### Signal metal coverage by tile

The bar under the picture is 10 µm long. 9 x 9 tiles, from dark blue (low) to red (high), scaled to the fullest tile. Values are wire area over tile area, all layers added.
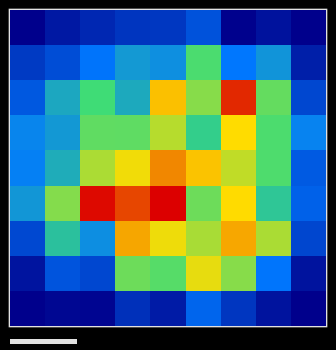
### Clock routing

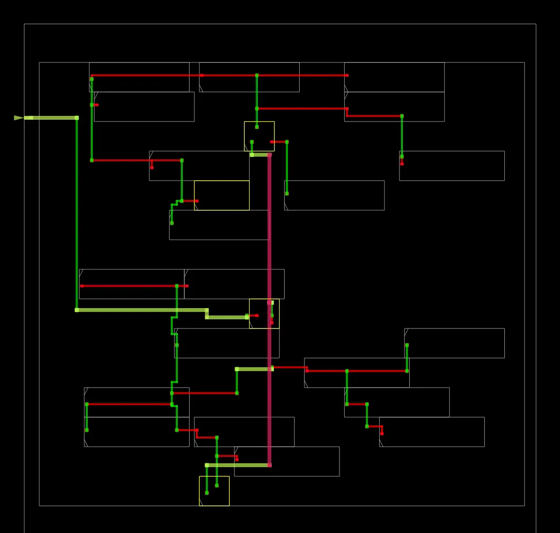
### Metal 1

The bar under the picture is 10 µm long.
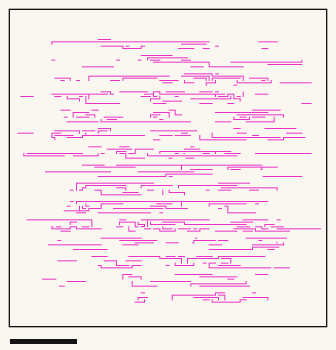
### Where the registers sit

The bar under the picture is 10 µm long. Other sequential cells in the stronger grey, the rest of the logic in the fainter grey.
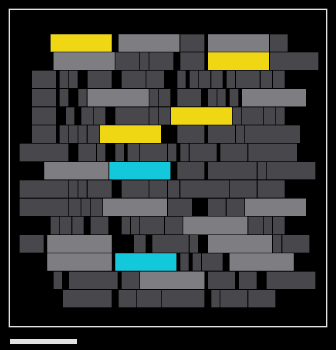
### Ports around the boundary

The bar under the picture is 10 µm long. Pins as bars across the die edge, other pins in grey.
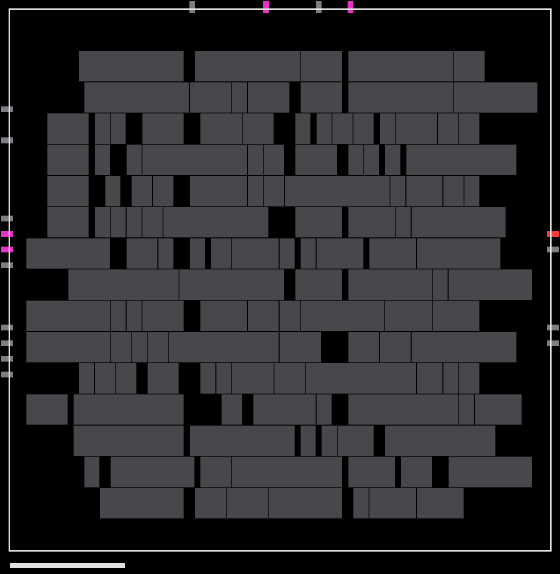
==> config.mk <==
export PLATFORM = sky130hd
export DESIGN_NAME = serial_adder_seq
export DESIGN_NICKNAME = d
export VERILOG_FILES = /design/src/rtl/serial_adder_seq.sv
export SDC_FILE = /design/constraint.sdc
export NUM_CORES = 1
export LEC_CHECK = 0
export ABC_AREA = 1
export CAP_MARGIN = 5
export CORE_UTILIZATION = 44
export CTS_CLUSTER_SIZE = 28
export DETAILED_ROUTE_END_ITERATION = 16
export PLACE_DENSITY = 0.84
export SLEW_MARGIN = 20
export SYNTH_ARGS = -nofsm -noshare
export SYNTH_HDL_FRONTEND = slang
export SYNTH_SLANG_ARGS = --single-unit
==> constraint.sdc <==
create_clock -name clk -period 1 [get_ports clk]
set_input_delay 0.25 -clock clk [delete_from_list [all_inputs] [get_ports clk]]
set_output_delay 0.25 -clock clk [all_outputs]
set_load 0.1 [all_outputs]
==> src/rtl/serial_adder_seq.sv <==
// Bit-serial adder: one full-adder cell plus a carry flop, LSB first, one bit per clock.
// Optional macro SERIAL_SUB_EN adds a sub port that turns the cell into a full subtractor.
module serial_adder_seq #(
  parameter int WIDTH = 4
) (
  input  logic             clk,
  input  logic             rst,
  input  logic             start,
  input  logic [WIDTH-1:0] a,
  input  logic [WIDTH-1:0] b,
`ifdef SERIAL_SUB_EN
  input  logic             sub,
`endif
  output logic [WIDTH-1:0] sum,
  output logic             cout,
  output logic             busy,
  output logic             done
);

  localparam int CNT_W = $clog2(WIDTH);

  typedef enum logic [1:0] {IDLE, RUN, DONE} state_t;

  state_t           state;
  logic [WIDTH-1:0] sa;
  logic [WIDTH-1:0] sb;
  logic             carry;
  logic [CNT_W-1:0] cnt;
  logic             cell_s;
  logic             cell_c;
  logic             accept;

  // Returns {carry, sum}.
  function automatic logic [1:0] half_add(input logic x, input logic y);
    return {x & y, x ^ y};
  endfunction

  function automatic logic [1:0] full_add(input logic x, input logic y, input logic ci);
    logic [1:0] h1;
    logic [1:0] h2;
    h1 = half_add(x, y);
    h2 = half_add(h1[0], ci);
    return {h1[1] | h2[1], h2[0]};
  endfunction

`ifdef SERIAL_SUB_EN
  logic sub_q;

  // Returns {borrow, difference}.
  function automatic logic [1:0] half_sub(input logic x, input logic y);
    return {~x & y, x ^ y};
  endfunction

  function automatic logic [1:0] full_sub(input logic x, input logic y, input logic wi);
    logic [1:0] h1;
    logic [1:0] h2;
    h1 = half_sub(x, y);
    h2 = half_sub(h1[0], wi);
    return {h1[1] | h2[1], h2[0]};
  endfunction
`endif

  always_comb begin
    cell_s = 1'b0;
    cell_c = 1'b0;
`ifdef SERIAL_SUB_EN
    if (sub_q) {cell_c, cell_s} = full_sub(sa[0], sb[0], carry);
    else       {cell_c, cell_s} = full_add(sa[0], sb[0], carry);
`else
    {cell_c, cell_s} = full_add(sa[0], sb[0], carry);
`endif
  end

  assign accept = start && (state == IDLE || state == DONE);

  always_ff @(posedge clk or posedge rst) begin
    if (rst) begin
      state <= IDLE;
      sa    <= '0;
      sb    <= '0;
      carry <= 1'b0;
      cnt   <= '0;
      sum   <= '0;
      cout  <= 1'b0;
      busy  <= 1'b0;
      done  <= 1'b0;
`ifdef SERIAL_SUB_EN
      sub_q <= 1'b0;
`endif
    end else if (accept) begin
      state <= RUN;
      sa    <= a;
      sb    <= b;
      carry <= 1'b0;
      cnt   <= '0;
      sum   <= '0;
      cout  <= 1'b0;
      busy  <= 1'b1;
      done  <= 1'b0;
`ifdef SERIAL_SUB_EN
      sub_q <= sub;
`endif
    end else begin
      case (state)
        RUN: begin
          // Each result bit enters at the MSB so bit i settles at sum[i] after WIDTH shifts.
          sum   <= {cell_s, sum[WIDTH-1:1]};
          sa    <= sa >> 1;
          sb    <= sb >> 1;
          carry <= cell_c;
          cnt   <= cnt + 1'b1;
          if (cnt == CNT_W'(WIDTH - 1)) begin
            state <= DONE;
            busy  <= 1'b0;
            done  <= 1'b1;
            cout  <= cell_c;
          end
        end
        DONE: begin
          state <= IDLE;
          done  <= 1'b0;
        end
        default: state <= IDLE;
      endcase
    end
  end

endmodule
==> flow_summary.yaml <==
# synthesis and place-and-route metrics
run_status:
  outcome: "finished, violations left"
  violations: "negative setup slack"
final_layout:
  seq-cell-share_pct: 34.4
  logic_area_um2: 484
  lay_top_count: "nand2_1"
  final_cell_mix: "nand2_1 (28), nand3_1 (14), dfrtp_1 (11)"
  comb_share_pct: 32.5
  syn_to_final_growth_pct: 66.5
  seqCellArea_um2: 512
  inv_count: 9
  layout.cells.non_filler: 160
  layout.nonclk_buf_share_pct: 25.7
  clk_share_pct: 2.44
  finalCoreUtilization_pct: 81.7
  dominant_cells: "registers"
power_and_ir_drop:
  combinationalPowerShare_pct: 62.8
  pwr-share-clk_pct: 8.7
  powerSeq_mw: 1.56
  power.internal_mw: 2.77
  power_density_nw_per_um2: 3680
  p_comb_mw: 3.44
  seqPwrFrac_pct: 28.5
  power_leader: "combinational logic"
  sw_frac_of_total_pct: 49.4
  ir_drop_uv: 2630
clock_network:
  htree_num_levels: 1
  post_cts_buffers: 3
  tritoncts: "done"
  hold_buffers: 0
  insertion_delay_ns: 0.31
  postCtsResizedCells: 9
  clk_pin_slew_worst_paths_ns: 0.11
job:
  warning_count: 29
  max-cap-violations: 0
logic_synthesis:
  async_flop_share_pct: 100
  ys_sh_simple_pct: 30.3
  synth.most_common_cell: "nand2_1"
  syn_inst: 98
  ys_area_um2: 893
  ys_sh_mux_pct: 0
  seq_area_frac_synth_pct: 56.0
  edf_count: 0
  top_logic_kind: "simple AND/OR/NAND/NOR gates"
  synthesis.area_um2: 893
  ys_top_cells_by_area: "dfrtp_1 (56%), nand3_1 (13%), nand2_1 (13%)"
  synth_top_cell_by_area: "dfrtp_1"
grt:
  grt_pass1_wl_um: 3080
  met3_usage_pct: 2.69
  track_usage_pct: 20.6
  grt-ovfl-total: 0
  grt_max_degree: 21
  grtUsageMet2_pct: 33.1
  grt_pass1_vias: 698
  grt_antenna_before_repair: 0
floorplanning:
  core_area_um2: 1820
  die_w_um: 47.1
  die_height_um: 47.1
  io_pins: 18
  rows: 15
  dieArea_um2: 2210
placement:
  gp_congestion: 0.760
  dp_cells: 142
  dp_hpwl_um: 1210
  dpl-instance-area_um2: 1200
  port_buffers: 17
worst_setup_path:
  crit_top_cell: "nand2_1"
  cp.depth: 3
  crit_path_max_incr_delay_ns: 0.59
  r2r_cells: 3
  cp.required_ns: 1.25
  cp_max_fo: 2
  ff2ff_setup_slack_ns: -0.21
  path_delay_family: "adder cells"
timing:
  worst_hold_slack_ns: 0.244
  min_period_ns: 1.21
  finalSetupViolations: 26
  worst_slack_ns: -0.209
  clock.fmax_mhz: 827
  final_hold_viol_count: 0
  tns_ns: -2.09
detailed_routing:
  dr_wl_met3_um: 128
  ant_nets: 0
  vias_per_cell: 5.50
  routed.top_layer: "met4"
  drt_first_pass_iters: 4
About 'Signal metal coverage by tile':
- mean over tiles: 0.19
- fullest tile: 0.51
- emptiest ninth of the die: bottom left
- tiles over half the peak: 40%

About 'Clock routing':
Sink Count: 20
flop count: 20
Setup Skew: 0.00408 ns

About 'Metal 1':
- wire length on this layer: 1010 µm
- main direction: horizontal
- nets with wire on the layer: 128
- longest straight run: 28.5 µm

About 'Where the registers sit':
- yellow: `sa` (placed flops 4; where top middle)
- cyan: `cnt` (placed flops 2)

About 'Ports around the boundary':
- red: `busy` (pins 1; direction output; edge right)
- magenta: `a` (pins 4; direction input; edge 2 top, 2 left)

Power and IR drop assume default switching activity.
